**src/rtl/stopwatch_pkg.sv**
```systemverilog
// Shared definitions for the BCD stopwatch: controller states, BCD digit
// geometry, count direction encoding and a preload saturation helper.
package stopwatch_pkg;

  localparam int BCD_W = 4;
  localparam logic [BCD_W-1:0] BCD_MAX = 4'd9;

  typedef enum logic [1:0] {
    ST_IDLE   = 2'd0,
    ST_RUN    = 2'd1,
    ST_PAUSED = 2'd2,
    ST_DONE   = 2'd3
  } sw_state_e;

  typedef enum logic {
    DIR_UP   = 1'b0,
    DIR_DOWN = 1'b1
  } dir_e;

  // Clamp a raw nibble into the legal decimal range so a bad preload
  // can never leave a non-BCD digit in the counter.
  function automatic logic [BCD_W-1:0] satDigit(input logic [BCD_W-1:0] d);
    return (d > BCD_MAX) ? BCD_MAX : d;
  endfunction

endpackage

```
**src/rtl/bcd_digit.sv**
```systemverilog
// One BCD decade of the stopwatch counter. Steps up or down by one when
// enabled and raises carry_o when this step crosses the decade boundary,
// which enables the next more significant digit in the ripple chain.
module bcd_digit
  import stopwatch_pkg::*;
(
  input  logic             clk_i,
  input  logic             rst_ni,
  input  logic             clear_i,
  input  logic             load_i,
  input  logic [BCD_W-1:0] loadVal_i,
  input  logic             en_i,
  input  dir_e             dir_i,
  output logic [BCD_W-1:0] digit_o,
  output logic             carry_o
);

  logic [BCD_W-1:0] digit_q, digit_d;

  // Carry (up) or borrow (down) leaves this decade only on a real step
  // from its terminal value: 9 when counting up, 0 when counting down.
  always_comb begin
    carry_o = 1'b0;
    if (en_i) begin
      if (dir_i == DIR_UP) carry_o = (digit_q == BCD_MAX);
      else                 carry_o = (digit_q == '0);
    end
  end

  // Next digit value: clear beats load, load beats a count step.
  always_comb begin
    digit_d = digit_q;
    if (clear_i) begin
      digit_d = '0;
    end else if (load_i) begin
      digit_d = satDigit(loadVal_i);
    end else if (en_i) begin
      if (dir_i == DIR_UP) digit_d = (digit_q == BCD_MAX) ? '0 : digit_q + 4'd1;
      else                 digit_d = (digit_q == '0) ? BCD_MAX : digit_q - 4'd1;
    end
  end

  // Digit register.
  always_ff @(posedge clk_i or negedge rst_ni) begin
    if (!rst_ni) digit_q <= '0;
    else         digit_q <= digit_d;
  end

  assign digit_o = digit_q;

endmodule

```
**src/rtl/stopwatch_bcd.sv**
```systemverilog
// Multi-digit BCD stopwatch: controller FSM, run-time prescaler, lap
// register and registered status flags around a ripple chain of digits.
module stopwatch_bcd
  import stopwatch_pkg::*;
#(
  parameter int DIGITS   = 2,
  parameter int TICK_DIV = 10
) (
  input  logic                    clk_i,
  input  logic                    rst_ni,
  input  logic                    start_i,
  input  logic                    pause_i,
  input  logic                    clear_i,
  input  logic                    load_i,
  input  logic [BCD_W*DIGITS-1:0] loadVal_i,
  input  logic                    mode_i,
  input  logic                    lap_i,
  output logic [BCD_W*DIGITS-1:0] count_o,
  output logic [BCD_W*DIGITS-1:0] lapVal_o,
  output logic                    running_o,
  output logic                    done_o,
  output logic                    wrap_o
);

  localparam int CW    = BCD_W * DIGITS;
  localparam int PRE_W = (TICK_DIV > 1) ? $clog2(TICK_DIV) : 1;
  localparam logic [PRE_W-1:0] PRE_LAST = PRE_W'(TICK_DIV - 1);

  sw_state_e        state_q, state_d;
  dir_e             dir_q, dir_d;
  logic [PRE_W-1:0] pre_q, pre_d;
  logic [CW-1:0]    lapVal_q, lapVal_d;
  logic             running_q, running_d;
  logic             done_q, done_d;
  logic             wrap_q, wrap_d;

  logic             stepEn;
  logic             tick;
  logic [CW-1:0]    countVal;
  logic [DIGITS:0]  digitEn;
  logic             countIsZero;
  logic             countIsOne;

  assign tick        = (pre_q == PRE_LAST);
  assign countIsZero = (countVal == '0);
  assign countIsOne  = (countVal == CW'(1));

  // Controller: clear/load force IDLE, then pause beats start. A down step
  // from 1 lands on 0, so the DONE transition is taken on that same edge.
  always_comb begin
    state_d = state_q;
    dir_d   = dir_q;
    pre_d   = pre_q;
    stepEn  = 1'b0;
    if (clear_i || load_i) begin
      state_d = ST_IDLE;
      pre_d   = '0;
    end else begin
      unique case (state_q)
        ST_IDLE: begin
          if (start_i && !pause_i) begin
            dir_d   = dir_e'(mode_i);
            pre_d   = '0;
            state_d = (mode_i && countIsZero) ? ST_DONE : ST_RUN;
          end
        end
        ST_RUN: begin
          if (pause_i) begin
            state_d = ST_PAUSED;
          end else if (tick) begin
            pre_d  = '0;
            stepEn = 1'b1;
            if (dir_q == DIR_DOWN && countIsOne) state_d = ST_DONE;
          end else begin
            pre_d = pre_q + 1'b1;
          end
        end
        ST_PAUSED: begin
          if (start_i && !pause_i) state_d = ST_RUN;
        end
        ST_DONE: begin
          state_d = ST_DONE;
        end
        default: state_d = ST_IDLE;
      endcase
    end
  end

  // Status flags and lap capture, all computed ahead of the register so
  // every output comes straight from a flop.
  always_comb begin
    running_d = (state_d == ST_RUN);
    done_d    = (state_d == ST_DONE);
    wrap_d    = stepEn && (dir_q == DIR_UP) && digitEn[DIGITS];
    lapVal_d  = lapVal_q;
    if (clear_i)    lapVal_d = '0;
    else if (lap_i) lapVal_d = countVal;
  end

  // Controller, prescaler, lap and flag registers.
  always_ff @(posedge clk_i or negedge rst_ni) begin
    if (!rst_ni) begin
      state_q   <= ST_IDLE;
      dir_q     <= DIR_UP;
      pre_q     <= '0;
      lapVal_q  <= '0;
      running_q <= 1'b0;
      done_q    <= 1'b0;
      wrap_q    <= 1'b0;
    end else begin
      state_q   <= state_d;
      dir_q     <= dir_d;
      pre_q     <= pre_d;
      lapVal_q  <= lapVal_d;
      running_q <= running_d;
      done_q    <= done_d;
      wrap_q    <= wrap_d;
    end
  end

  assign digitEn[0] = stepEn;

  for (genvar g = 0; g < DIGITS; g++) begin : gDigit
    bcd_digit uDigit (
      .clk_i     (clk_i),
      .rst_ni    (rst_ni),
      .clear_i   (clear_i),
      .load_i    (load_i),
      .loadVal_i (loadVal_i[g*BCD_W +: BCD_W]),
      .en_i      (digitEn[g]),
      .dir_i     (dir_q),
      .digit_o   (countVal[g*BCD_W +: BCD_W]),
      .carry_o   (digitEn[g+1])
    );
  end

  assign count_o   = countVal;
  assign lapVal_o  = lapVal_q;
  assign running_o = running_q;
  assign done_o    = done_q;
  assign wrap_o    = wrap_q;

endmodule

```
**config.mk**
```make
export PLATFORM = sky130hd
export DESIGN_NAME = stopwatch_bcd
export DESIGN_NICKNAME = d
export VERILOG_FILES = /design/src/rtl/stopwatch_pkg.sv /design/src/rtl/bcd_digit.sv /design/src/rtl/stopwatch_bcd.sv
export SDC_FILE = /design/constraint.sdc
export NUM_CORES = 1
export LEC_CHECK = 0
export CAP_MARGIN = 20
export CORE_MARGIN = 2
export CORE_UTILIZATION = 47
export CTS_CLUSTER_DIAMETER = 100
export DETAILED_ROUTE_END_ITERATION = 6
export GPL_TIMING_DRIVEN = 0
export PLACE_DENSITY = 0.73
export SYNTH_ARGS = -nofsm -noshare
export SYNTH_HDL_FRONTEND = slang
export SYNTH_SLANG_ARGS = --single-unit
export TNS_END_PERCENT = 100
```
**constraint.sdc**
```tcl
create_clock -name clk_i -period 1.65 [get_ports clk_i]
set_input_delay 0.33 -clock clk_i [delete_from_list [all_inputs] [get_ports clk_i]]
set_output_delay 0.33 -clock clk_i [all_outputs]
set_load 0.02 [all_outputs]
```
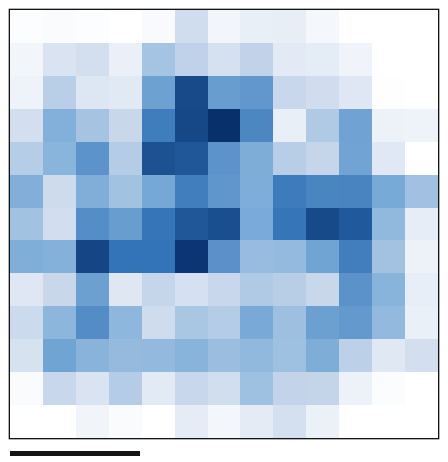
Fig. 1. Wire density map (run 1).
Scale bar: 20 µm. 13 x 13 tiles, from white (low) to dark blue (high), scaled to the fullest tile. Values are wire area over tile area, all layers added.
emptiest ninth of the die: upper right
nearly empty tiles: 11%
densest ninth of the die: center

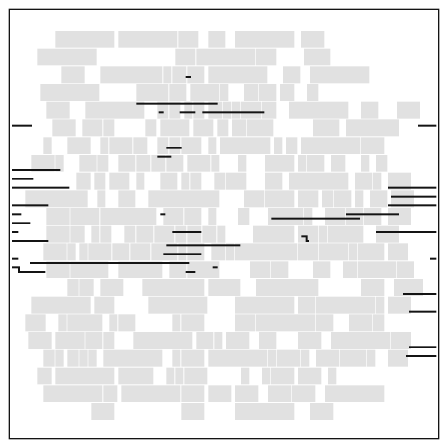
Fig. 2. Metal 3 (run 1).
Cells faint in the background.
main direction: horizontal
wire length on this layer: 190 µm
nets with wire on the layer: 31
share of all routed wire: 3.9%
longest straight run: 24.1 µm

==> Slide: Implementation Results, run 1 <==
Physical Implementation Snapshot

Status
  • Status: finished, violations left
  • Failing checks: negative setup slack

STA
  • PnR worst setup slack: -0.136 ns
  • Max Slew Vio Count: 0
  • Final setup violation count: 12
  • Setup TNS: -0.573 ns
  • Worst slew pin tran: 0.656 ns
  • Maximum clock rate: 0.560 GHz

Power
  • Peak VDD IR: 0.000478 V

GRT
  • First-pass GRT wire length: 7780 µm
  • Met1 Use GR: 0.293
  • Initial antenna violation count: 0
  • Total GRT Usage: 0.236

Clock tree
  • H-tree levels: 1
  • Post-CTS Setup Bufs: 14
  • Clk buf depth: 2
  • Clock buffer count from CTS: 3
  • CTS root buffer: clkbuf_8

Cells and area
  • P&R area growth vs syn: 42.8%
  • Most common logic cell in the routed design: clkdlybuf4s50_1
  • Diodes inserted: 0
  • Post-Layout Cell Count: 295

Synth
  • Yosys Instances: 192
  • Synth mux share: 0.0636
  • Syn nets: 217
  • Flops after synth: 26
  • Synth Seq Share: 0.364
  • Adder Share, Synth: 0.0629
  • Area leader, netlist: dfrtp_1
  • Simple-Gate Area Share: 0.230
  • Asr flop ratio synth: 1.00

Worst setup path
  • Cells on worst reg2reg path: 6
  • Cells along the critical path: inv_2, ha_4, or3b_4, buf_6, o22a_1, o21ba_1

Drt
  • Initial DRC Count: 108
  • Detailed Routing Iterations Pass 1: 4

Job
  • Maxcap violations: 0

Place
  • DP HPWL: 3430 µm
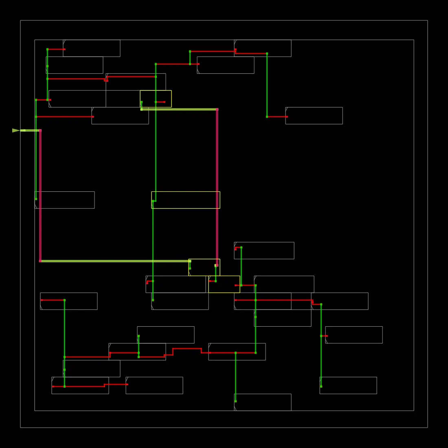
Fig. 3. Clock wiring as the flow saved it (run 1).
clkbuf count: 3
Final Skew: 0.00188 ns
flop count: 26
Sink Count: 26

==> run 1: kinds of logic (layout without fill, tap and decap cells) <==
logic type      count (synthesis)  in the layout
compound gates                 52             52
fa+ha+maj                       9              9
buf+inv                        25             80
flops                          26             26
mux                            10             10
simple gates                   70             70
==> run 1: stage by stage <==
step / setup slack [ns] / cell area, µm² / hold slack, ns
5_1_grt: -0.185 / 2550 / 0.475
3_3_place_gp: -0.379 / 2250 / 0.506
3_5_place_dp: -0.441 / 2260 / 0.518
6_report: -0.136 / 2550 / 0.446
4_1_cts: -0.144 / 2480 / 0.458
2_1_floorplan: -0.0812 / 1860 / 0.0344
==> run 1: where the power goes <==
| group | internal [mW] | switching (mW) |
|---|---|---|
| combinational | 0.256 | 0.283 |
| clock | 0.325 | 0.212 |
| sequential | 0.667 | 0.0426 |
==> run 1: final cells by class <==
cell class / instances / area (µm²) / area share
Buffer: 10 / 60.1 / 0.0235
Clock buffer: 3 / 41.3 / 0.0162
Clock inverter: 1 / 30.0 / 0.0118
Inverter: 14 / 57.6 / 0.0225
Multi-Input combinational cell: 141 / 1170 / 0.459
Sequential cell: 26 / 657 / 0.257
Tap cell: 48 / 60.1 / 0.0235
Timing Repair Buffer: 52 / 475 / 0.186
==> run 1: critical path: cells and delay by family (launching register included) <==
family / cells / cell delay [ns]
compound gates: 2 / 0.42
fa+ha+maj: 1 / 0.15
buf+inv: 2 / 0.24
flops: 1 / 0.49
simple gates: 1 / 0.39
==> run 1: state kept, by name, summed over array words and instances (netlist names) <==
name and cells:
pre_q 4, dir_q 1, done_o 1, wrap_o 1, gDigit.uDigit.digit_o 8, lapVal_o 8, running_o 1, state_q 2
==> run 1: metal layers <==
layer  wire length [µm]  vias up
met5                  0        -
met4                 97        0
met3                189       10
met2               2540       46
met1               2080      859
li1                   -      817
==> run 2, diff against run 1 <==
Settings changed: CAP_MARGIN 20 to unset, CORE_MARGIN 2 to unset.
==> run 2 against run 1 <==
  * The flow still finishes with violations (negative setup slack)
  * Synthesized cell count did not move
  * Sequential cell count is the same
  * Sequential power barely moved
  * First-iteration DRC count grew 7.4%
  * Clock skew is 0.0017 ns higher
  * Worst hold slack got worse by 0.16 ns
  * Critical path depth did not move
  * Synthesized area is the same
  * Fmax fell by 1.6%
  * Critical path type unchanged
==> Slide: Implementation Results, run 2 <==
Physical Implementation Snapshot

Status
  • Status: finished, violations left (unchanged)
  • Failing checks: negative setup slack (unchanged)

Synth
  • Syn nets: 217 (unchanged)
  • Synth Seq Share: 0.364 (unchanged)
  • Asr flop ratio synth: 1.00 (unchanged)
  • Area leader, netlist: dfrtp_1 (unchanged)

STA
  • Setup TNS: -0.702 ns (was -0.573 ns)
  • Max Slew Vio Count: 0 (unchanged)
  • Final setup violation count: 8 (was 12)
  • PnR worst setup slack: -0.164 ns (was -0.136 ns)

Cells and area
  • Non-clk buf share: 0.208 (was 0.210)
  • Most common logic cell in the routed design: clkdlybuf4s50_1 (unchanged)
  • P&R area growth vs syn: 40.3% (was 42.8%)
  • Logic area: 0.00115 mm² (was 0.00117 mm²)
  • Clock buf/inv share: 0.0284 (was 0.0279)
  • Mi-comb count: 141 (unchanged)

Clock tree
  • Sink Count: 26 (unchanged)

Job
  • Maxcap violations: 0 (unchanged)

Drt
  • Met1 wire length: 2110 µm (was 2080 µm)
  • Met2 wire length: 2420 µm (was 2540 µm)
  • Met3 wire length: 208 µm (was 189 µm)

Worst setup path
  • Cells on worst reg2reg path: 6 (unchanged)

Power
  • Sw power: 549 µW (was 538 µW)
  • Clock Power Share: 0.305 (was 0.301)

GRT
  • Total GRT Usage: 0.247 (was 0.236)
==> run 2: cell counts after synthesis <==
No cell type changed its count.
==> run 2: logic make-up (layout without fill, tap and decap cells) <==
family	after synthesis	after routing	synth area share
multiplexers	10	10	0.0636
AND/OR/NAND/NOR	70	70	0.230
adder cells (fa/ha/maj)	9	9	0.0629
AND-OR/OR-AND	52	52	0.217
buffers and inverters	25	78	0.0629
flip-flops	26	26	0.364
==> run 2: worst max-delay path, delay by kind of cell, from the launching register on <==
family	cells	cell delay, ns
adder cells (fa/ha/maj)	1	0.15
flip-flops	1	0.51
AND/OR/NAND/NOR	1	0.39
buffers and inverters	2	0.25
AND-OR/OR-AND	2	0.41
==> run 2: metrics by stage <==
| step | total power [mW] | hold slack, ns | instances |
|---|---|---|---|
| floorplan | 1.01 | 0.0344 | 192 |
| global placement | 1.17 | 0.507 | 273 |
| detailed placement | 1.18 | 0.517 | 273 |
| CTS | 1.74 | 0.507 | 287 |
| global route | 1.86 | 0.399 | 293 |
| finish | 1.80 | 0.288 | 293 |
==> run 2: what timing repair did <==
| action | CTS | global route |
|---|---|---|
| pin swaps | 8 | 6 |
| resized | 14 | 13 |
| setup buffers | 11 | 6 |
| setup endpoints to repair | 18 | 24 |
==> run 2: power by group through the flow <==
stage | Combinational, mW | Sequential, mW | Clock [mW]
after global placement | 0.444 | 0.725 | 0
after global routing | 0.578 | 0.714 | 0.566
after detailed placement | 0.458 | 0.726 | 0
after floorplan | 0.264 | 0.744 | 0
final | 0.539 | 0.710 | 0.547
after CTS | 0.492 | 0.711 | 0.541
==> run 2: layer usage <==
| metal | GRT usage | vias up |
|---|---|---|
| met3 | 0.0453 | 13 |
| met1 | 0.300 | 816 |
| met5 | 0 | - |
| met4 | 0.102 | 0 |
| li1 | - | 811 |
| met2 | 0.426 | 60 |
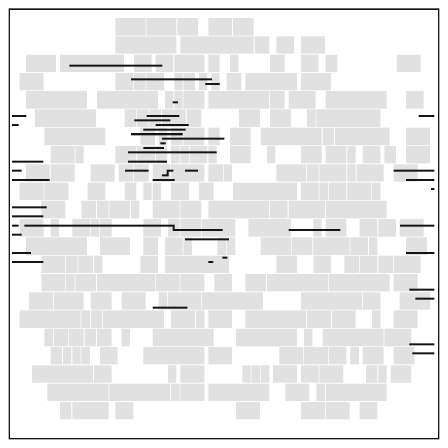
Fig. 4. Metal 3 (run 2).
Cells faint in the background.
nets with wire on the layer: 35
wire length on this layer: 208 µm

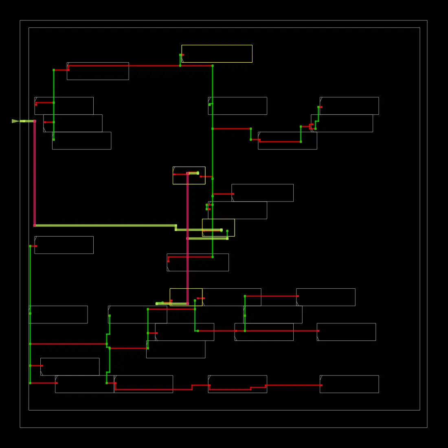
Fig. 5. Clock wiring as the flow saved it (run 2).
Latency at later pin: 0.28 ns
Final Skew: 0.00361 ns
P_clk: 547 µW

Power and IR drop assume default switching activity.
